==> src/rtl/imem_loader_pkg.sv <==
// Shared encodings for the instruction-memory loader: CPU run state and loader FSM.
// Latency: n/a (constants and types only).
// Backpressure: n/a.
package imem_loader_pkg;

   // CPU-wide run state seen by every pipeline stage.
   localparam logic STATE_IDLE = 1'b0;
   localparam logic STATE_EXEC = 1'b1;

   localparam int IMEM_DEPTH = 256;

   typedef enum logic [1:0] {
      LD_HI    = 2'd0,   // expecting high byte of next word
      LD_LO    = 2'd1,   // expecting low byte, hi_byte holds the high half
      LD_READY = 2'd2,   // program loaded, waiting for start
      LD_RUN   = 2'd3    // CPU executing
   } ld_fsm_t;

endpackage

==> src/rtl/imem_ram.sv <==
// Instruction store: 2**ADDR_W x DATA_W array, async read, sync write.
// Latency: read is combinational; write lands on the posedge.
// Backpressure: none; always accepts a write.
// Ports: clock; we/waddr/wdata write port; raddr/rdata read port.
module imem_ram #(
   parameter int ADDR_W = 8,
   parameter int DATA_W = 16
) (
   input  logic              clock,
   input  logic              we,
   input  logic [ADDR_W-1:0] waddr,
   input  logic [DATA_W-1:0] wdata,
   input  logic [ADDR_W-1:0] raddr,
   output logic [DATA_W-1:0] rdata
);

   // No reset: contents survive a reset so a partial load is not lost.
   logic [DATA_W-1:0] mem [2**ADDR_W];

   always_ff @(posedge clock) begin
      if (we) begin
         mem[waddr] <= wdata;
      end
   end

   // Same-cycle write and read of one address returns the old word.
   assign rdata = mem[raddr];

endmodule

==> src/rtl/imem_loader.sv <==
// Instruction memory for fetch plus boot loader that streams bytes in and starts the CPU.
// Latency: fetch read is combinational; a loaded word is readable the cycle after its low byte.
// Backpressure: ld_ready high only in the two load states; bytes are refused in READY/RUN.
// Ports: clock, reset (sync, active-low); i_addr/i_datain fetch port;
//        ld_valid/ld_byte/ld_last/ld_ready host byte stream; start/stop control;
//        state CPU run state; load_count words written; load_err sticky load error.
module imem_loader
   import imem_loader_pkg::*;
#(
   parameter int ADDR_W = 8,
   parameter int DATA_W = 16
) (
   input  logic              clock,
   input  logic              reset,
   input  logic [ADDR_W-1:0] i_addr,
   output logic [DATA_W-1:0] i_datain,
   input  logic              ld_valid,
   input  logic [7:0]        ld_byte,
   input  logic              ld_last,
   output logic              ld_ready,
   input  logic              start,
   input  logic              stop,
   output logic              state,
   output logic [ADDR_W:0]   load_count,
   output logic              load_err
);

   ld_fsm_t           fsm;
   logic [ADDR_W:0]   wr_ptr;     // one extra bit so it saturates at 2**ADDR_W instead of wrapping
   logic [7:0]        hi_byte;
   logic              we;
   logic [DATA_W-1:0] wdata;

   assign ld_ready = (fsm == LD_HI) || (fsm == LD_LO);

   // Every completed word bumps both pointer and count together, so they are the same register.
   assign load_count = wr_ptr;

   // A stop on the same cycle as a low byte restarts the load, so that byte is dropped.
   assign we    = reset && !stop && (fsm == LD_LO) && ld_valid && !wr_ptr[ADDR_W];
   assign wdata = {hi_byte, ld_byte};

   always_ff @(posedge clock) begin
      if (!reset) begin
         fsm      <= LD_HI;
         wr_ptr   <= '0;
         load_err <= 1'b0;
         hi_byte  <= '0;
         state    <= STATE_IDLE;
      end else if (stop) begin
         // Stop beats start and restarts the load from any state.
         fsm      <= LD_HI;
         wr_ptr   <= '0;
         load_err <= 1'b0;
         state    <= STATE_IDLE;
      end else begin
         case (fsm)
            LD_HI: begin
               if (ld_valid) begin
                  hi_byte <= ld_byte;
                  if (ld_last) begin
                     // Program ended on a half word: drop it and flag.
                     load_err <= 1'b1;
                     fsm      <= LD_READY;
                  end else begin
                     fsm <= LD_LO;
                  end
               end
            end
            LD_LO: begin
               if (ld_valid) begin
                  if (!wr_ptr[ADDR_W]) begin
                     wr_ptr <= wr_ptr + 1'b1;
                  end else begin
                     load_err <= 1'b1;
                  end
                  fsm <= ld_last ? LD_READY : LD_HI;
               end
            end
            LD_READY: begin
               if (start) begin
                  fsm   <= LD_RUN;
                  state <= STATE_EXEC;
               end
            end
            default: begin
               state <= STATE_EXEC;
            end
         endcase
      end
   end

   imem_ram #(
      .ADDR_W (ADDR_W),
      .DATA_W (DATA_W)
   ) u_ram (
      .clock (clock),
      .we    (we),
      .waddr (wr_ptr[ADDR_W-1:0]),
      .wdata (wdata),
      .raddr (i_addr),
      .rdata (i_datain)
   );

endmodule

==> config.mk <==
export PLATFORM = sky130hd
export DESIGN_NAME = imem_loader
export DESIGN_NICKNAME = d
export VERILOG_FILES = /design/src/rtl/imem_loader_pkg.sv /design/src/rtl/imem_ram.sv /design/src/rtl/imem_loader.sv
export SDC_FILE = /design/constraint.sdc
export NUM_CORES = 2
export LEC_CHECK = 0
export CELL_PAD_IN_SITES_DETAIL_PLACEMENT = 1
export CELL_PAD_IN_SITES_GLOBAL_PLACEMENT = 2
export CORE_ASPECT_RATIO = 0.9
export CORE_MARGIN = 2
export CORE_UTILIZATION = 30
export CTS_CLUSTER_DIAMETER = 60
export CTS_CLUSTER_SIZE = 8
export DETAILED_ROUTE_END_ITERATION = 6
export GPL_TIMING_DRIVEN = 0
export HOLD_SLACK_MARGIN = 0.05
export PLACE_DENSITY_LB_ADDON = 0.1
export SLEW_MARGIN = 20
export SYNTH_ARGS = -nofsm -noshare
export SYNTH_HDL_FRONTEND = slang
export SYNTH_SLANG_ARGS = --single-unit
export TNS_END_PERCENT = 5
==> constraint.sdc <==
create_clock -name clock -period 8 [get_ports clock]
set_input_delay 1.2 -clock clock [delete_from_list [all_inputs] [get_ports clock]]
set_output_delay 1.2 -clock clock [all_outputs]
set_load 0.01 [all_outputs]
==> run_results.csv <==
group,metric,value,unit
grt,track_usage,0.258,
sta,worst_pin_slew,1.38,ns
grt,grt_start_max_net_pins,122,
grt,busiest_layer,"met2",
drt,dr.pass1.iters,6,
place,dp_slack,-1.53,ns
clock_tree,clk_latency,1.09,ns
logic_synthesis,netlist_area,160000,um2
finish,drive_gt1_frac,0.299,
critical_path,worstPathRequired,6.80,ns
floorplan,die_area,538000,um2
sta,skew,0.0571,ns
sta,fin_crit_sh,1.03,
min_path,hold_path.class,"primary input to flop",
drt,routed.top_layer,"met5",
critical_path,critPathLaunchType,"primary input",
critical_path,crit_type,"primary input to primary output",
floorplan,die_y,696,um
clock_tree,post_cts_resized,50,
logic_synthesis,synth_seq_share,0.773,
clock_tree,cts_hold_buf,0,
place,post_dp_cell_area,178000,um2
finish,syn_to_final_growth,21.9,%
pwr,p_leak,63.5,nW
sta,setup_slack,-0.248,ns
job,drv_cap,0,
place,gp_congestion,0.904,
logic_synthesis,synthesis.instances,7485,
drt,wl_met2,305,mm
sta,period_minus_slack,8.25,ns
sta,slew_violations,0,
floorplan,die_w,773,um
sta,slew_headroom,0.0817,
pwr,powerComb,3.11,mW
grt,grtUsageMet1,0.375,
place,hpwl,508,mm
grt,antenna_found_initial,83,
finish,lay_top_count,"edfxtp_1",
outcome,violations,"setup timing",
grt,use_met2,0.381,
finish,final_cells,15683,
critical_path,worst-path-max-fanout,10,
drt,first_iter_violations,13787,
pwr,power_clock,23.1,mW
finish,fin_nets,8530,
pwr,top_power_group,"sequential cells",
sta,hold_ws,0.457,ns
drt,wl_met3,62.4,mm
sta,setup_viol,15,
floorplan,rows,254,
clock_tree,cts.clk_slew.worst_paths,0.05,ns
logic_synthesis,ys_area,160000,um2
logic_synthesis,fp_nets,7515,
pwr,p_int,38.2,mW
logic_synthesis,async_flop_share,0,
clock_tree,clock_sinks,4117,
sta,hold_violations,0,
pwr,p_sw,11.8,mW
critical_path,critPathArrivalTime,7.05,ns
logic_synthesis,ys_cells,7485,
pwr,seqPwrFrac,0.476,
logic_synthesis,avgSynthCellArea,21.3,um2
logic_synthesis,ff_type,"edfxtp_1",
pwr,peakVddDrop,0.240,mV
pwr,p_sw_frac,0.235,
floorplan,fp_util,0.301,
outcome,outcome,"finished with violations",
drt,wl_met1,311,mm
clock_tree,clock_path_buffers,4,
logic_synthesis,yosysUniqueCellTypes,66,
critical_path,worst_setup_path_end_kind,"primary output",
grt,grt_overflow,0,
job,warnings,47,
place,dpl.cell_count,14939,
sta,rsz0062_at_grt,"true",
clock_tree,post-cts-setup-buffers,2,
drt,via_per_inst,5.69,
## path summary, 6_finish.rpt
check / from / endpoint / slack [ns] / cells past startpoint
worst max-delay path: i_addr[1] / i_datain[0] / -0.25 / 11
worst min-delay path: ld_byte[5] / u_ram.mem[199][5]$_DFFE_PP_ / 0.46 / 1
worst min register to register: state$_SDFFE_PP0P_ / state$_SDFFE_PP0P_ / 0.49 / 2
worst max register to register: fsm[1]$_SDFFE_PP0P_ / u_ram.mem[119][6]$_DFFE_PP_ / 2.91 / 10
## sequential cells by signal, summed over array words and instances (netlist names)
name	flops
load_err	1
u_ram.mem	4096
state	1
fsm	2
hi_byte	8
load_count	9
## cell type report
class / count / area [um2]
antenna: 26 / 65.1
buffer: 450 / 3240
clock buffer: 646 / 15400
clock inverter: 70 / 991
fill: 50821 / 336000
inverter: 9 / 33.8
multi-input combinational: 2908 / 35300
sequential: 4117 / 123000
tap: 7040 / 8810
timing repair buffer: 417 / 7230
## synthesized netlist by cell type (3+ instances only)
cell type | number | area share
nand2b_1 | 9 | 0.00035
a2111oi_2 | 4 | 0.00038
and2_1 | 7 | 0.00027
mux2i_1 | 579 | 0.036
nor2_1 | 291 | 0.0068
ha_1 | 8 | 0.00063
clkbuf_1 | 181 | 0.0043
a211oi_1 | 17 | 0.00080
buf_12 | 13 | 0.0016
buf_2 | 88 | 0.0028
buf_6 | 77 | 0.0054
inv_1 | 9 | 0.00021
buf_4 | 39 | 0.0018
a221oi_1 | 28 | 0.0015
o221ai_1 | 208 | 0.011
a31oi_1 | 7 | 0.00027
buf_8 | 21 | 0.0020
o31ai_1 | 9 | 0.00042
a21oi_1 | 135 | 0.0042
a2111oi_0 | 4 | 0.00022
clkbuf_4 | 3 | 0.00014
a22o_1 | 31 | 0.0017
nand2_1 | 104 | 0.0024
o32ai_1 | 10 | 0.00055
mux4_2 | 791 | 0.11
dfxtp_1 | 21 | 0.0026
o21ai_0 | 84 | 0.0026
nand3_1 | 30 | 0.00094
a22oi_1 | 34 | 0.0016
nand4b_1 | 3 | 0.00016
o221ai_2 | 3 | 0.00028
nor3_1 | 238 | 0.0075
nor4_1 | 25 | 0.00098
xor2_1 | 5 | 0.00027
mux4_1 | 26 | 0.0043
or3_1 | 12 | 0.00047
edfxtp_1 | 4096 | 0.77
nand4_1 | 18 | 0.00071
nor3b_1 | 3 | 0.00014
nor2b_1 | 19 | 0.00074
nor4_2 | 3 | 0.00024
buf_1 | 29 | 0.00068
o22ai_1 | 129 | 0.0051
o211ai_1 | 3 | 0.00014
## logic make-up (layout without fill, tap and decap cells)
family	Yosys count	count (layout)	synth area share
fa+ha+maj	8	8	0.000627
simple gates	773	773	0.0223
other cells	0	26	0
buf+inv	460	1592	0.0189
compound gates	723	723	0.0322
xor+xnor	6	6	0.000329
mux	1398	1398	0.152
flops	4117	4117	0.773
## worst max-delay path: stages
cell and delay [ns]:
buf_4 0.38, buf_4 0.29, buf_2 0.48, buf_2 0.71, mux4_2 0.44, nor3_1 0.06, o21ai_0 0.76, nand4_1 0.45
or3_1 0.72, nor3_2 0.67, clkdlybuf4s50_1 0.66
port_trees.png
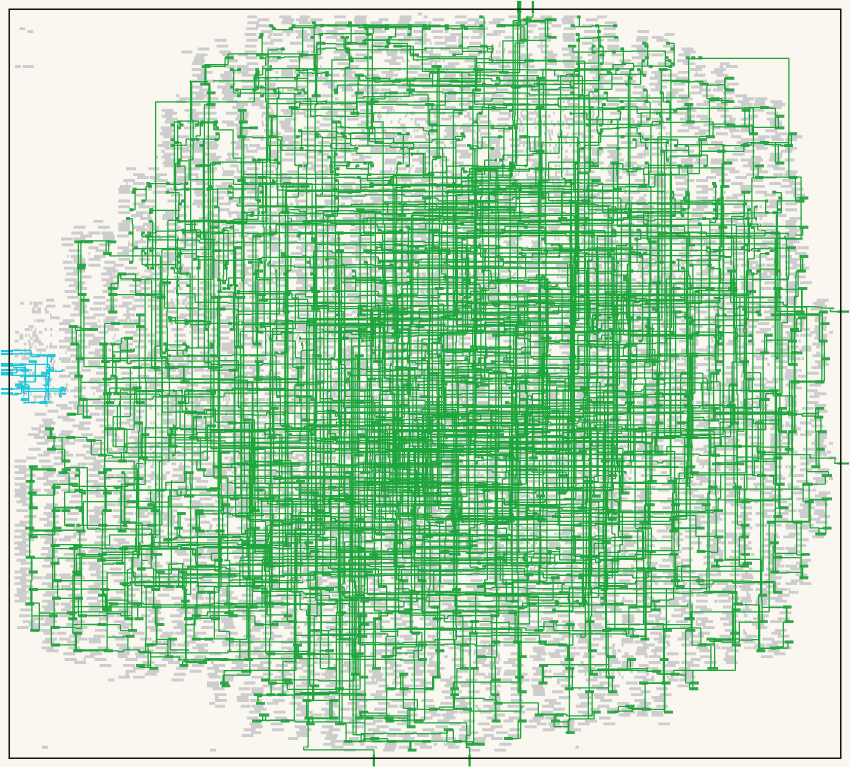
Key: load_count = cyan [bits 9, direction output, end cells 9, buffers 9, wire 653 um]; i_addr = green [bits 8, direction input, end cells 1,683, buffers 307, wire 176 mm]
# IOs: 50
input/output buffers: 45

placed.png
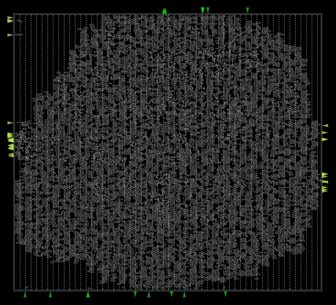
Seq cells: 4,117
core region area: 531,000 um2

route_heat.png
39 x 35 tiles, from black (low) to pale yellow (high), scaled to the fullest tile. Values are wire area over tile area, all layers added.
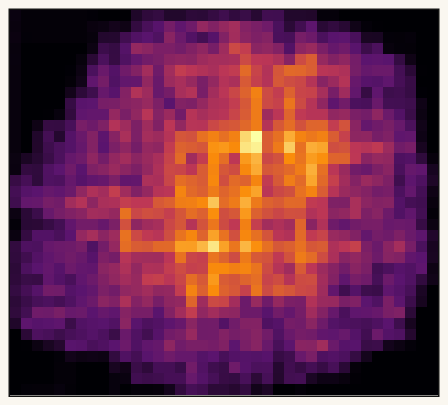
The densest ninth of the die: center. The fullest tile reaches 0.69. 14% of the tiles are nearly empty.
Vias: 89.3k
average wire per standard cell: 45.1 um
wirelength, routed: 707 mm

ff_map.png
Other sequential cells in the stronger gray, the rest of the logic in the fainter gray.
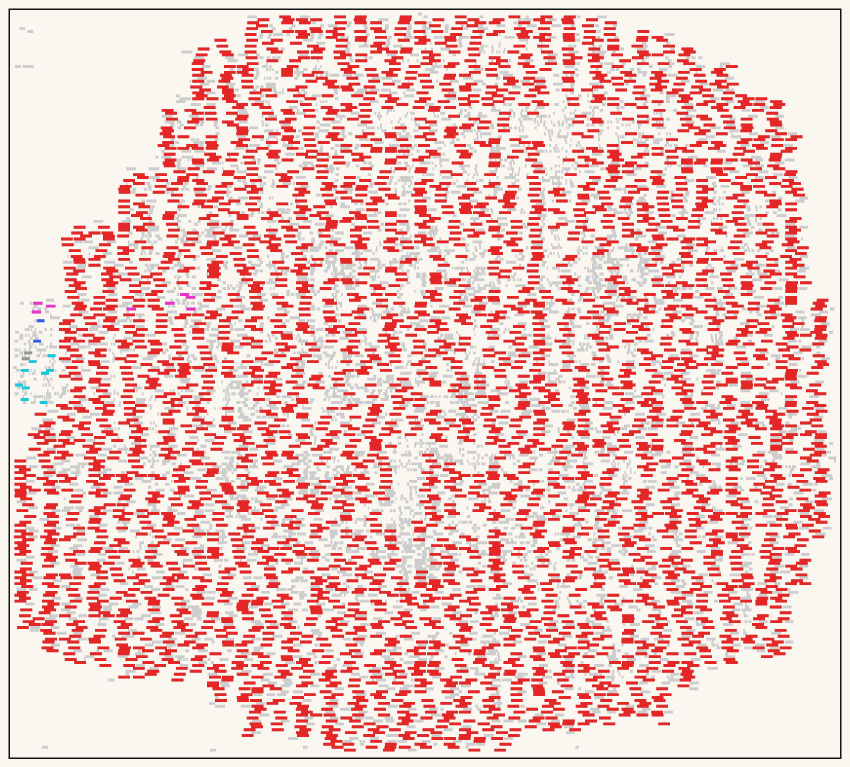
Key: fsm = blue [sequential cells 2]; hi_byte = magenta [sequential cells 8, where middle left]; u_ram.mem = red [sequential cells 4,096, where widely spread]; load_count = cyan [sequential cells 9, where middle left]
seq pwr: 23.8 mW
fin util: 0.367
FF+latch area: 123,000 um2

Power figures rest on the tool's default switching activity, not on a simulated workload.
